File: src/rtl/tft_spi_monitor_pkg.sv
// rtl/tft_spi_monitor_pkg.sv - shared TFT command codes and decoder state encoding
package tft_spi_monitor_pkg;

    localparam logic [7:0] CMD_CASET = 8'h2A;
    localparam logic [7:0] CMD_PASET = 8'h2B;
    localparam logic [7:0] CMD_RAMWR = 8'h2C;

    typedef enum logic [1:0] {
        ST_IDLE  = 2'd0,
        ST_CASET = 2'd1,
        ST_PASET = 2'd2,
        ST_RAMWR = 2'd3
    } tft_state_t;

    function automatic tft_state_t state_for_cmd(input logic [7:0] code);
        case (code)
            CMD_CASET: state_for_cmd = ST_CASET;
            CMD_PASET: state_for_cmd = ST_PASET;
            CMD_RAMWR: state_for_cmd = ST_RAMWR;
            default:   state_for_cmd = ST_IDLE;
        endcase
    endfunction

endpackage

File: src/rtl/tft_spi_monitor_if.sv
// rtl/tft_spi_monitor_if.sv - four-wire TFT SPI bus as seen by transmitter and monitor
interface tft_spi_if;
    logic spi_clk;
    logic spi_mosi;
    logic spi_dc;
    logic spi_cs;

    modport master (output spi_clk, output spi_mosi, output spi_dc, output spi_cs);
    modport slave  (input  spi_clk, input  spi_mosi, input  spi_dc, input  spi_cs);
endinterface

File: src/rtl/tft_spi_monitor_spi_byte_rx.sv
// rtl/tft_spi_monitor_spi_byte_rx.sv - oversampled SPI mode-0 byte deserializer
module spi_byte_rx #(
    parameter int SYNC_STAGES = 2
) (
    input  logic       clk,
    input  logic       rst,
    input  logic       spi_clk,
    input  logic       spi_mosi,
    input  logic       spi_dc,
    input  logic       spi_cs,
    output logic       byte_valid,
    output logic [7:0] byte_data,
    output logic       byte_dc,
    output logic       cmd_valid,
    output logic [7:0] cmd_code
);

    logic [SYNC_STAGES-1:0] clk_sync;
    logic [SYNC_STAGES-1:0] mosi_sync;
    logic [SYNC_STAGES-1:0] dc_sync;
    logic [SYNC_STAGES-1:0] cs_sync;
    logic                   clk_prev;
    logic [7:0]             shreg;
    logic [2:0]             bit_cnt;

    logic clk_s, mosi_s, dc_s, cs_s, clk_rise;
    assign clk_s    = clk_sync[SYNC_STAGES-1];
    assign mosi_s   = mosi_sync[SYNC_STAGES-1];
    assign dc_s     = dc_sync[SYNC_STAGES-1];
    assign cs_s     = cs_sync[SYNC_STAGES-1];
    assign clk_rise = clk_s & ~clk_prev;

    always_ff @(posedge clk) begin
        if (!rst) begin
            clk_sync   <= '0;
            mosi_sync  <= '0;
            dc_sync    <= '0;
            cs_sync    <= '1;
            clk_prev   <= 1'b0;
            shreg      <= 8'h00;
            bit_cnt    <= 3'd0;
            byte_valid <= 1'b0;
            byte_data  <= 8'h00;
            byte_dc    <= 1'b0;
            cmd_valid  <= 1'b0;
            cmd_code   <= 8'h00;
        end else begin
            clk_sync   <= {clk_sync[SYNC_STAGES-2:0],  spi_clk};
            mosi_sync  <= {mosi_sync[SYNC_STAGES-2:0], spi_mosi};
            dc_sync    <= {dc_sync[SYNC_STAGES-2:0],   spi_dc};
            cs_sync    <= {cs_sync[SYNC_STAGES-2:0],   spi_cs};
            clk_prev   <= clk_s;
            byte_valid <= 1'b0;
            cmd_valid  <= 1'b0;
            // Deselect only resynchronises bit alignment; a partial byte is simply lost.
            if (cs_s) begin
                bit_cnt <= 3'd0;
            end else if (clk_rise) begin
                shreg   <= {shreg[6:0], mosi_s};
                bit_cnt <= bit_cnt + 3'd1;
                if (bit_cnt == 3'd7) begin
                    byte_valid <= 1'b1;
                    byte_data  <= {shreg[6:0], mosi_s};
                    byte_dc    <= dc_s;
                    if (!dc_s) begin
                        cmd_valid <= 1'b1;
                        cmd_code  <= {shreg[6:0], mosi_s};
                    end
                end
            end
        end
    end

endmodule

File: src/rtl/tft_spi_monitor.sv
// rtl/tft_spi_monitor.sv - passive TFT SPI monitor: command decode, address window, pixel stream
module tft_spi_monitor
    import tft_spi_monitor_pkg::*;
#(
    parameter int          SYNC_STAGES = 2,
    parameter logic [15:0] MAX_X       = 16'd319,
    parameter logic [15:0] MAX_Y       = 16'd479
) (
    input  logic        clk,
    input  logic        rst,
    tft_spi_if.slave    spi,
    output logic        byte_valid,
    output logic [7:0]  byte_data,
    output logic        byte_dc,
    output logic        cmd_valid,
    output logic [7:0]  cmd_code,
    output logic [15:0] win_x0,
    output logic [15:0] win_x1,
    output logic [15:0] win_y0,
    output logic [15:0] win_y1,
    output logic        pix_valid,
    output logic [15:0] pix_x,
    output logic [15:0] pix_y,
    output logic [15:0] pix_data
);

    spi_byte_rx #(.SYNC_STAGES(SYNC_STAGES)) u_rx (
        .clk        (clk),
        .rst        (rst),
        .spi_clk    (spi.spi_clk),
        .spi_mosi   (spi.spi_mosi),
        .spi_dc     (spi.spi_dc),
        .spi_cs     (spi.spi_cs),
        .byte_valid (byte_valid),
        .byte_data  (byte_data),
        .byte_dc    (byte_dc),
        .cmd_valid  (cmd_valid),
        .cmd_code   (cmd_code)
    );

    tft_state_t  state;
    logic [1:0]  param_cnt;
    logic [23:0] stage;
    logic        half;
    logic [7:0]  pix_hi;
    logic [15:0] cur_x;
    logic [15:0] cur_y;

    always_ff @(posedge clk) begin
        if (!rst) begin
            state     <= ST_IDLE;
            param_cnt <= 2'd0;
            stage     <= 24'h0;
            half      <= 1'b0;
            pix_hi    <= 8'h00;
            cur_x     <= 16'h0;
            cur_y     <= 16'h0;
            win_x0    <= 16'h0;
            win_x1    <= MAX_X;
            win_y0    <= 16'h0;
            win_y1    <= MAX_Y;
            pix_valid <= 1'b0;
            pix_x     <= 16'h0;
            pix_y     <= 16'h0;
            pix_data  <= 16'h0;
        end else begin
            pix_valid <= 1'b0;
            if (cmd_valid) begin
                // Any command aborts whatever parameter or pixel was in flight.
                state     <= state_for_cmd(cmd_code);
                param_cnt <= 2'd0;
                stage     <= 24'h0;
                half      <= 1'b0;
                if (cmd_code == CMD_RAMWR) begin
                    cur_x <= win_x0;
                    cur_y <= win_y0;
                end
            end else if (byte_valid) begin
                case (state)
                    ST_CASET, ST_PASET: begin
                        stage     <= {stage[15:0], byte_data};
                        param_cnt <= param_cnt + 2'd1;
                        if (param_cnt == 2'd3) begin
                            if (state == ST_CASET) begin
                                win_x0 <= stage[23:8];
                                win_x1 <= {stage[7:0], byte_data};
                            end else begin
                                win_y0 <= stage[23:8];
                                win_y1 <= {stage[7:0], byte_data};
                            end
                            state <= ST_IDLE;
                        end
                    end
                    ST_RAMWR: begin
                        if (!half) begin
                            pix_hi <= byte_data;
                            half   <= 1'b1;
                        end else begin
                            half      <= 1'b0;
                            pix_valid <= 1'b1;
                            pix_data  <= {pix_hi, byte_data};
                            pix_x     <= cur_x;
                            pix_y     <= cur_y;
                            // Raster order inside the window; an inverted axis pins to its start.
                            if (cur_x < win_x1) begin
                                cur_x <= cur_x + 16'd1;
                            end else begin
                                cur_x <= win_x0;
                                cur_y <= (cur_y < win_y1) ? cur_y + 16'd1 : win_y0;
                            end
                        end
                    end
                    default: ;
                endcase
            end
        end
    end

endmodule

File: src/flat_wrapper.sv
// flat-port wrapper written by rule: the top's interface ports become plain ports
module tft_spi_monitor_flat import tft_spi_monitor_pkg::*;
#(
    parameter int          SYNC_STAGES = 2,
    parameter logic [15:0] MAX_X       = 16'd319,
    parameter logic [15:0] MAX_Y       = 16'd479
)
  (clk, rst, byte_valid, byte_data, byte_dc, cmd_valid, cmd_code, win_x0, win_x1, win_y0, win_y1, pix_valid, pix_x, pix_y, pix_data, spi_spi_clk, spi_spi_mosi, spi_spi_dc, spi_spi_cs);
  tft_spi_if spi_i ();
  input  logic clk;
  input  logic rst;
  output logic byte_valid;
  output logic [7:0] byte_data;
  output logic byte_dc;
  output logic cmd_valid;
  output logic [7:0] cmd_code;
  output logic [15:0] win_x0;
  output logic [15:0] win_x1;
  output logic [15:0] win_y0;
  output logic [15:0] win_y1;
  output logic pix_valid;
  output logic [15:0] pix_x;
  output logic [15:0] pix_y;
  output logic [15:0] pix_data;
  input wire logic [$bits(spi_i.spi_clk)-1:0] spi_spi_clk;
  input wire logic [$bits(spi_i.spi_mosi)-1:0] spi_spi_mosi;
  input wire logic [$bits(spi_i.spi_dc)-1:0] spi_spi_dc;
  input wire logic [$bits(spi_i.spi_cs)-1:0] spi_spi_cs;
  assign spi_i.spi_clk = spi_spi_clk;
  assign spi_i.spi_mosi = spi_spi_mosi;
  assign spi_i.spi_dc = spi_spi_dc;
  assign spi_i.spi_cs = spi_spi_cs;
  tft_spi_monitor #(.SYNC_STAGES(SYNC_STAGES), .MAX_X(MAX_X), .MAX_Y(MAX_Y)) u_core (.clk(clk), .rst(rst), .spi(spi_i), .byte_valid(byte_valid), .byte_data(byte_data), .byte_dc(byte_dc), .cmd_valid(cmd_valid), .cmd_code(cmd_code), .win_x0(win_x0), .win_x1(win_x1), .win_y0(win_y0), .win_y1(win_y1), .pix_valid(pix_valid), .pix_x(pix_x), .pix_y(pix_y), .pix_data(pix_data));
endmodule
File: config.mk
export PLATFORM = sky130hd
export DESIGN_NAME = tft_spi_monitor_flat
export DESIGN_NICKNAME = d
export VERILOG_FILES = /design/src/rtl/tft_spi_monitor_pkg.sv /design/src/rtl/tft_spi_monitor_if.sv /design/src/rtl/tft_spi_monitor_spi_byte_rx.sv /design/src/rtl/tft_spi_monitor.sv /design/src/flat_wrapper.sv
export SDC_FILE = /design/constraint.sdc
export NUM_CORES = 1
export LEC_CHECK = 0
export CAP_MARGIN = 25
export CORE_AREA = 2 2 158 160
export CTS_BUF_LIST = sky130_fd_sc_hd__clkbuf_4
export CTS_CLUSTER_SIZE = 16
export DETAILED_ROUTE_END_ITERATION = 6
export DIE_AREA = 0 0 160 162
export GPL_TIMING_DRIVEN = 1
export PLACE_DENSITY_LB_ADDON = 0.1
export SLEW_MARGIN = 20
export SYNTH_ARGS = -nofsm -noshare
export SYNTH_HDL_FRONTEND = slang
export SYNTH_SLANG_ARGS = --single-unit
File: constraint.sdc
create_clock -name clk -period 7.15 [get_ports clk]
set_input_delay 1.43 -clock clk [delete_from_list [all_inputs] [get_ports clk]]
set_output_delay 1.43 -clock clk [all_outputs]
set_load 0.03 [all_outputs]
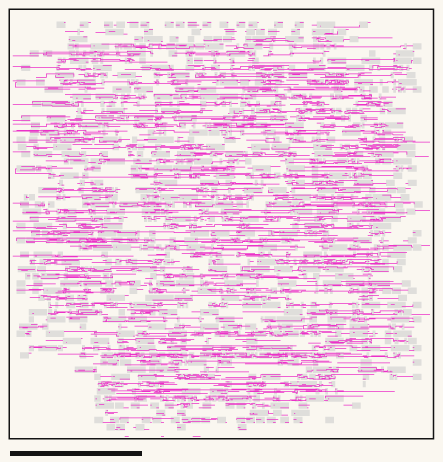
(run_1/met1.png)
Bar = 50 µm. Cells faint in the background.
- wire length on this layer: 12200 µm
- share of all routed wire: 46%
GRT met1 Usage: 27.57%
Detailed Route WL: 26650 µm
vias: 8174

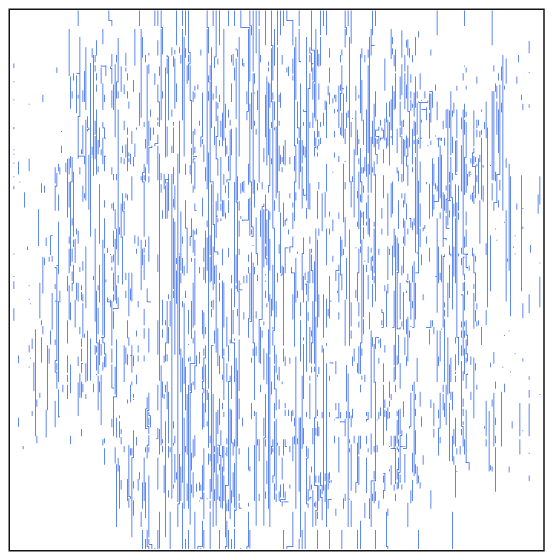
(run_1/met2.png)
- nets with wire on the layer: 1025
- longest straight run: 104 µm
- share of all routed wire: 47%

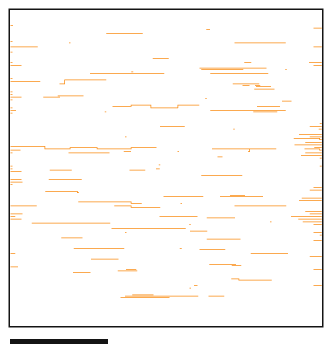
(run_1/met3.png)
Bar = 50 µm.
- wire length on this layer: 1430 µm
- nets with wire on the layer: 101
- share of all routed wire: 5.4%
- longest straight run: 40.0 µm

## run 1: per-layer routing
layer	up-vias	track usage (%)	part of all wire (%)
li1	4142	-	-
met1	3784	27.57	46
met2	206	33.10	47
met3	42	4.213	5.3
met4	0	5.856	2.0
met5	-	0	0
## run 1: cell families after synthesis
group	synth area share, %
simple gates	21.35
compound gates	17.70
flops	47.38
buf+inv	4.927
fa+ha+maj	4.980
mux	2.531
xor+xnor	1.131
## run 1: synth_stat cells (3+ instances only)
cell type / number / area (µm²)
buf_6: 4 / 45.04
and2_1: 13 / 81.33
and4_1: 3 / 26.28
xor2_1: 7 / 61.31
a31oi_1: 5 / 31.28
nand2_1: 340 / 1276
a21oi_1: 142 / 710.7
nor3_1: 6 / 30.03
dfxtp_1: 220 / 4404
buf_1: 5 / 18.77
nand3_1: 14 / 70.07
nand4_1: 10 / 62.56
nor2b_1: 8 / 50.05
a211oi_2: 3 / 37.54
a41oi_1: 3 / 26.28
and3_1: 7 / 43.79
ha_1: 37 / 462.9
nand2b_1: 8 / 50.05
xnor2_1: 5 / 43.79
a21boi_0: 37 / 277.8
inv_1: 36 / 135.1
or3_1: 3 / 18.77
o21ai_0: 20 / 100.1
nor2_1: 46 / 172.7
clkbuf_1: 53 / 198.9
o211ai_1: 15 / 112.6
buf_2: 6 / 30.03
o22ai_1: 10 / 62.56
mux2i_1: 22 / 220.2
buf_4: 3 / 22.52
o221a_1: 3 / 33.78
a211oi_1: 8 / 60.06
## run 1: worst max-delay path by stage
| stage | end | slack (ns) | cells after the start |
|---|---|---|---|
| after global placement | u_core.cur_x[8] | 3.70 | 5 |
| final | cmd_valid | 3.48 | 1 |
| after global routing | cmd_valid | 3.37 | 1 |
| after detailed placement | u_core.cur_x[12] | 3.67 | 5 |
| after CTS | cmd_valid | 3.40 | 1 |
| after floorplan | u_core.cur_x[5] | 4.50 | 8 |
## run 1: cell usage in the layout, fill, tap and decap left out, types with 3 or more instances in the layout
| cell | count |
|---|---|
| ha_1 | 37 |
| a211oi_2 | 3 |
| a41oi_1 | 3 |
| clkinv_1 | 5 |
| o221a_1 | 3 |
| and4_1 | 3 |
| nand2_1 | 339 |
| and3_1 | 7 |
| clkdlybuf4s50_1 | 136 |
| nor2b_1 | 8 |
| nand4_1 | 10 |
| a21oi_1 | 142 |
| nand2b_1 | 7 |
| diode_2 | 5 |
| o211ai_1 | 15 |
| a31oi_1 | 5 |
| o21ai_0 | 20 |
| and2_1 | 13 |
| o22ai_1 | 10 |
| nor3_1 | 5 |
| or3_1 | 3 |
| dfxtp_1 | 220 |
| a21boi_0 | 37 |
| a211oi_1 | 8 |
| clkbuf_4 | 87 |
| nor2_1 | 46 |
| buf_4 | 9 |
| xor2_1 | 7 |
| inv_1 | 36 |
| nand3_1 | 14 |
| mux2i_1 | 22 |
| xnor2_1 | 5 |
## run 1: registers in the layout (all words and copies together) (netlist names), 16 cells and up
name             cells
u_core.cur_y        16
u_core.stage        24
u_core.pix_x        16
u_core.pix_data     16
u_core.win_y1       16
u_core.pix_y        16
u_core.win_y0       16
u_core.win_x0       16
u_core.win_x1       16
u_core.cur_x        16
==> run notes, run 1 <==
flow finished, numbers: status completed, TritonCTS clock tree yes, critical path buffer and inverter count 1, Final Hold Fails 0, Final Setup Violations 0, Tcrit/Tclk final approximately half, sequential cell count 220, total power 2.389 mW, Die H 162 µm, inverter count 38, Post-Syn Area roughly 9300 µm², vias in the first global route approximately 7600, H-tree depth 2, comb. cell area approximately 4400 µm², I/O Pins about 140, clk sinks ~220, Avg Inst Size Synth slightly above 8 µm², seq pwr 1.23 mW, Post-synth EDFFs 0, Signal buffers roughly 150, Comb pwr share approximately 1.8%, Clock transition at path regs ~0.060 ns, Final Skew approximately 0.041 ns, Comb area share 38.23%, worst min path class register to register, Max stage delay on crit path roughly 0.80 ns, postcts setup bufs 0, Max-area cell class logic gates, Net Sw Frac roughly 22%, FP Rows ~57, Synthesized Nets roughly 1200, Reg2Reg Capture Point u_core.u_rx.cmd_code[2], Netlist cell types just under 60, # hold bufs at CTS 0, P_comb around 0.043 mW, MI comb cells 806, PD cells 205.3 nW/µm², CP max stage cell clkdlybuf4s50_1
==> run 2: changes to the inputs <==
clock period = 3.2 ns   (was 7.15 ns; I/O delays follow)
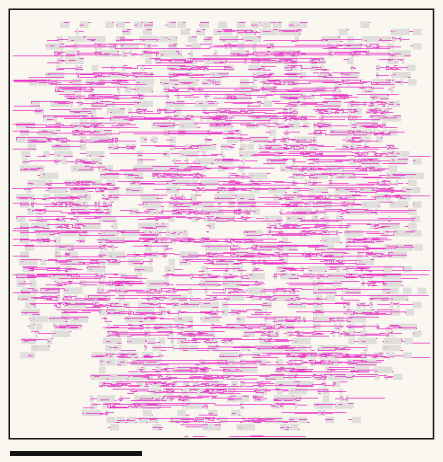
(run_2/met1.png)
Bar = 50 µm. Cells faint in the background.
vias: 8265
GRT met1 Usage: 27.74%
Detailed Route WL: 27690 µm

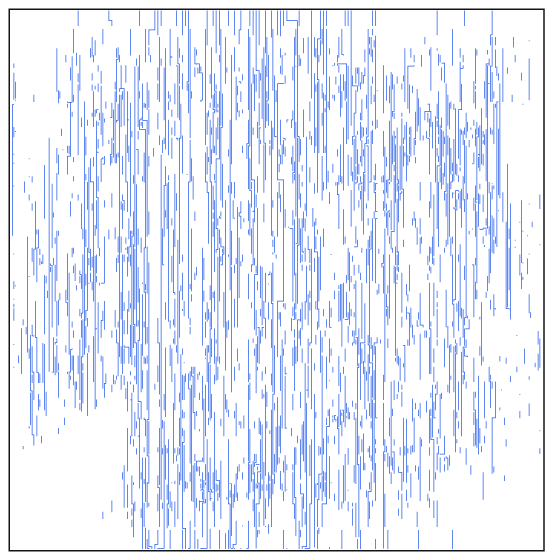
(run_2/met2.png)
- main direction: vertical
- share of all routed wire: 48%
- wire length on this layer: 13300 µm

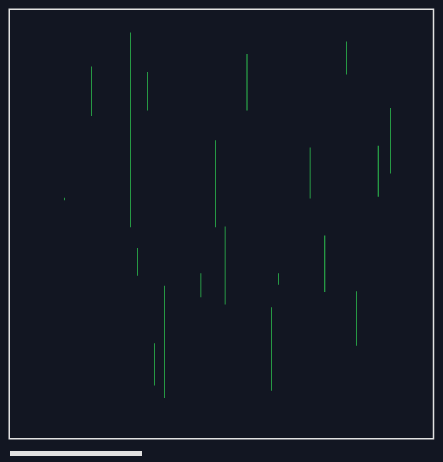
(run_2/met4.png)
Bar = 50 µm.
- nets with wire on the layer: 9
- share of all routed wire: 1.5%
- longest straight run: 73.4 µm

==> run notes, run 2 <==
flow finished, numbers: Post-synth EDFFs 0 (unchanged), status completed, critical path buffer and inverter count 2 (+1), FP Rows 57 (unchanged), I/O Pins 138 (unchanged), Avg Inst Size Synth 8.190 µm² (unchanged), most common logic cells in the final layout nand2_1, dfxtp_1, a21oi_1, worst min path class register to register, max reg flops 24 (unchanged), area share, top type 47.38% (unchanged), Clock transition at path regs 0.07 ns (about the same), Top cells by area dfxtp_1, nand2_1, a21oi_1, ha_1, a21boi_0, PD cells 455.2 nW/µm² (+120%), Max stage delay on crit path 0.57 ns (-0.23 ns), clk sinks 220 (unchanged), Netlist cell types 59 (unchanged), # hold bufs at CTS 0 (unchanged), Comb pwr share 1.9% (about the same), Net Sw Frac 23.17% (+1.0 points), CP max stage cell or4_4, vias in the first global route 7800 (+2.2%), H-tree depth 2 (unchanged)
run 2: cell counts after synthesis:
No cell type changed its count.
run 2: path summary, 6_finish.rpt:
kind / end / slack (ns) / from
max: u_core.cur_x[4] / 0.47 / u_core.win_x1[11]
min: u_core.u_rx.cs_sync[1] / 0.41 / u_core.u_rx.cs_sync[0]
max reg2reg: u_core.cur_x[4] / 0.47 / u_core.win_x1[11]
min reg2reg: u_core.u_rx.cs_sync[1] / 0.41 / u_core.u_rx.cs_sync[0]
run 2: worst register-to-register path: cells and delay by family, from the launching register on:
| family | cells | cell delay (ns) |
|---|---|---|
| mux | 1 | 0.19 |
| simple gates | 3 | 0.88 |
| flops | 1 | 0.35 |
| fa+ha+maj | 1 | 0.35 |
| buf+inv | 2 | 0.31 |
| compound gates | 2 | 0.55 |
run 2: layout make-up:
type	count	area [µm²]	area share [%]
diodes	1	2.502	0.02119
clock buffers	96	720.7	6.102
clock inverters	14	53.80	0.4555
inverters	38	143.9	1.218
multi-input cells	806	4447	37.65
flip-flops and latches	220	4404	37.29
well taps	324	405.4	3.432
repair buffers	170	1634	13.83
run 2: logic make-up (layout without fill, tap and decap cells):
family / after synthesis / after routing / share of synthesized area [%]
XOR/XNOR: 12 / 12 / 1.131
AND/OR/NAND/NOR: 470 / 470 / 21.35
other: 0 / 1 / 0
AND-OR/OR-AND: 264 / 264 / 17.70
multiplexers: 23 / 23 / 2.531
buffers and inverters: 109 / 318 / 4.927
adder cells (fa/ha/maj): 37 / 37 / 4.980
flip-flops: 220 / 220 / 47.38
run 2: through the flow:
stage | instances | hold slack [ns] | utilization (%) | worst slack [ns]
global route | 1669 | 0.4164 | 49.00 | 0.3146
CTS | 1667 | 0.3870 | 48.93 | 0.4629
floorplan | 1135 | 0.3863 | - | 0.5490
finish | 1669 | 0.4095 | 49.00 | 0.4696
global placement | 1557 | 0.3884 | 45.71 | 0.5622
detailed placement | 1557 | 0.3918 | 45.71 | 0.4902
run 2: metal layers:
metal | vias to the layer above | global-route usage [%] | wire (µm)
met1 | 3851 | 27.74 | 12950
met3 | 39 | 3.882 | 1034
li1 | 4198 | - | -
met5 | - | 0 | 11
met4 | 2 | 5.979 | 418
met2 | 175 | 35.06 | 13280
run 2: power groups by stage:
stage	sequential, mW	combinational, mW	clock (mW)
after global routing	2.75	0.112	2.76
after CTS	2.75	0.103	2.60
after floorplan	2.81	0.0758	0
after detailed placement	2.81	0.102	0
after global placement	2.81	0.102	0
final	2.75	0.104	2.52
==> run_2/met3.png <==
Bar = 50 µm.
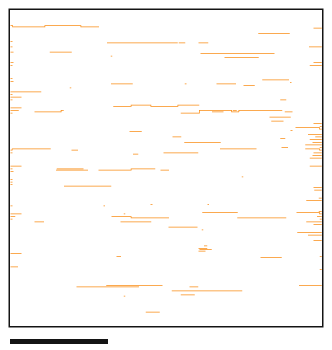

==> run 3: changes to the inputs <==
CAP_MARGIN = 20   (was 25)
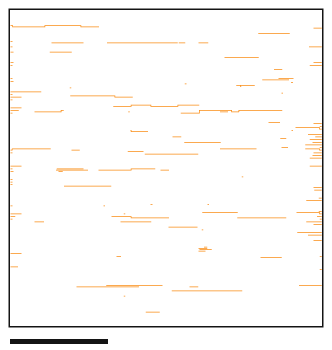
(run_3/met3.png)
Bar = 50 µm.
vias: 8283
Detailed Route WL: 27690 µm
grt met3 use: 3.882%

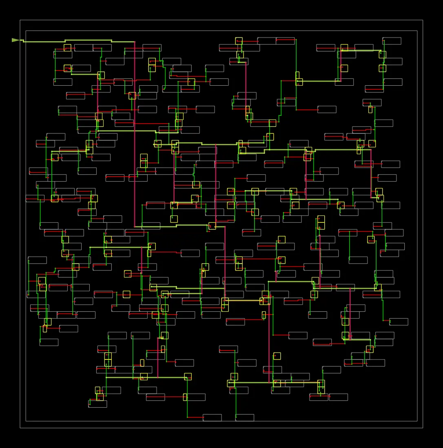
(run_3/final_clocks.png)
Clock Buffer Count: 96
Final Skew: 0.04303 ns
number of CTS-inserted buffers: 61
Worst-Skew Late Latency: 0.70 ns

==> run notes, run 3 <==
flow finished, numbers: met2 wire len 13230 µm (-0.37%), Layout area overhead 26.91%, non-filler cells, final 1668 (-0.060%), xor/xnor share 1.131% (unchanged), mux share of post-synthesis cell area 2.531% (unchanged), top layer in use met5, flop-to-flop setup slack 0.47 ns (about the same), clk sinks 220 (unchanged), Post-synth EDFFs 0 (unchanged), and+or+nand+nor area frac 21.35% (unchanged), critical path capture point type register, # hold bufs at CTS 0 (unchanged), Clock transition at path regs 0.07 ns (about the same), I/O Pins 138 (unchanged), most common logic cells in the final layout nand2_1, dfxtp_1, a21oi_1, worst min path class register to register, Max stage delay on crit path 0.57 ns (about the same), Top cells by area dfxtp_1, nand2_1, a21oi_1, ha_1, a21boi_0, stage-log warning count 27, dpl cells 1557 (unchanged), layout cells sized above 1 between 10 and 15%, CP max stage cell or4_4, PD cells 455.7 nW/µm² (+0.10%), FP Rows 57 (unchanged), area share, top type 47.38% (unchanged), status completed, Top logic family simple AND/OR/NAND/NOR gates, critical path buffer and inverter count 2 (unchanged), Post-Synth Adder-Cell Area 4.980% (unchanged), most common cell in the synthesized netlist nand2_1, Final Setup Violations 0, aoi share 17.70% (unchanged), Final Hold Fails 0, WL met3 1034 µm (unchanged), most numerous logic cell after layout nand2_1, max reg flops 24 (unchanged), H-tree depth 2 (unchanged), clk root buf clkbuf_4, M1 wire length 12980 µm (+0.22%)
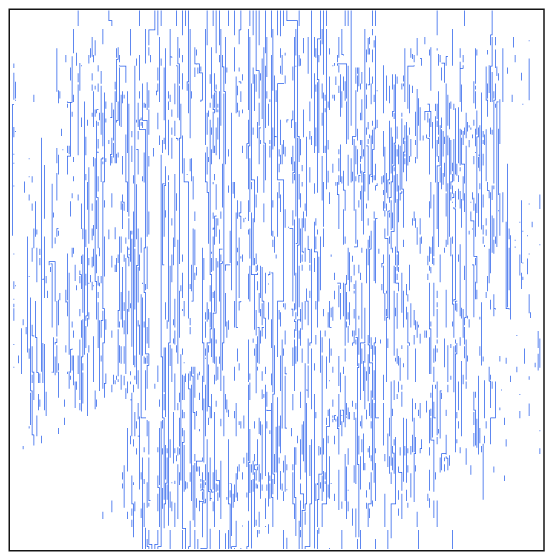
(run_3/met2.png)
- share of all routed wire: 48%
- longest straight run: 75.8 µm

==> run 3: cell types whose count changed in the layout (fill, tap and decap cells not counted) <==
cell	previous run	this run
buf_8	1	0
==> run 3: metal layers <==
metal	vias to the layer above	GRT usage (%)
li1	4190	-
met1	3878	27.74
met2	172	35.06
met3	41	3.882
met4	2	5.979
met5	-	0
==> run 3: worst paths after layout <==
kind	startpoint	end	cells after the start
worst max-delay path	u_core.win_x1[11]	u_core.cur_x[4]	9
worst min-delay path	u_core.u_rx.cs_sync[0]	u_core.u_rx.cs_sync[1]	1
worst max register to register	u_core.win_x1[11]	u_core.cur_x[4]	9
worst min register to register	u_core.u_rx.cs_sync[0]	u_core.u_rx.cs_sync[1]	1
==> run 3: cells by family (layout without fill, tap and decap cells) <==
logic type               count (synthesis)  in the layout
AND/OR/NAND/NOR                        470            470
AND-OR/OR-AND                          264            264
flip-flops                             220            220
buffers and inverters                  109            317
adder cells (fa/ha/maj)                 37             37
multiplexers                            23             23
XOR/XNOR                                12             12
other                                    0              1
==> run 3: where the power goes <==
group | total, mW | switching (mW) | internal [mW]
Combinational | 0.102 | 0.0668 | 0.0352
Sequential | 2.75 | 0.00771 | 2.75
Clock | 2.52 | 1.17 | 1.35
Total | 5.38 | 1.25 | 4.13
==> run 3: stage by stage <==
step                      util [%]  instance area (µm²)  power, mW  setup WS [ns]
after floorplan                  -                 9295      2.887         0.5490
after global placement       45.71                11020      2.916         0.5622
after detailed placement     45.71                11020      2.917         0.4902
after CTS                    48.93                11790      5.453         0.4629
after global routing         48.94                11800      5.622         0.3146
final                        48.94                11800      5.376         0.4681
==> run 3: final cells by class <==
type	instances	area [µm²]
clock buffer	96	720.7
fill	2482	12310
sequential	220	4404
inverter	38	143.9
timing repair buffer	169	1619
tap	324	405.4
multi-input combinational	806	4447
clock inverter	14	53.80
antenna	1	2.502
Power is estimated from default activity; no workload was simulated.
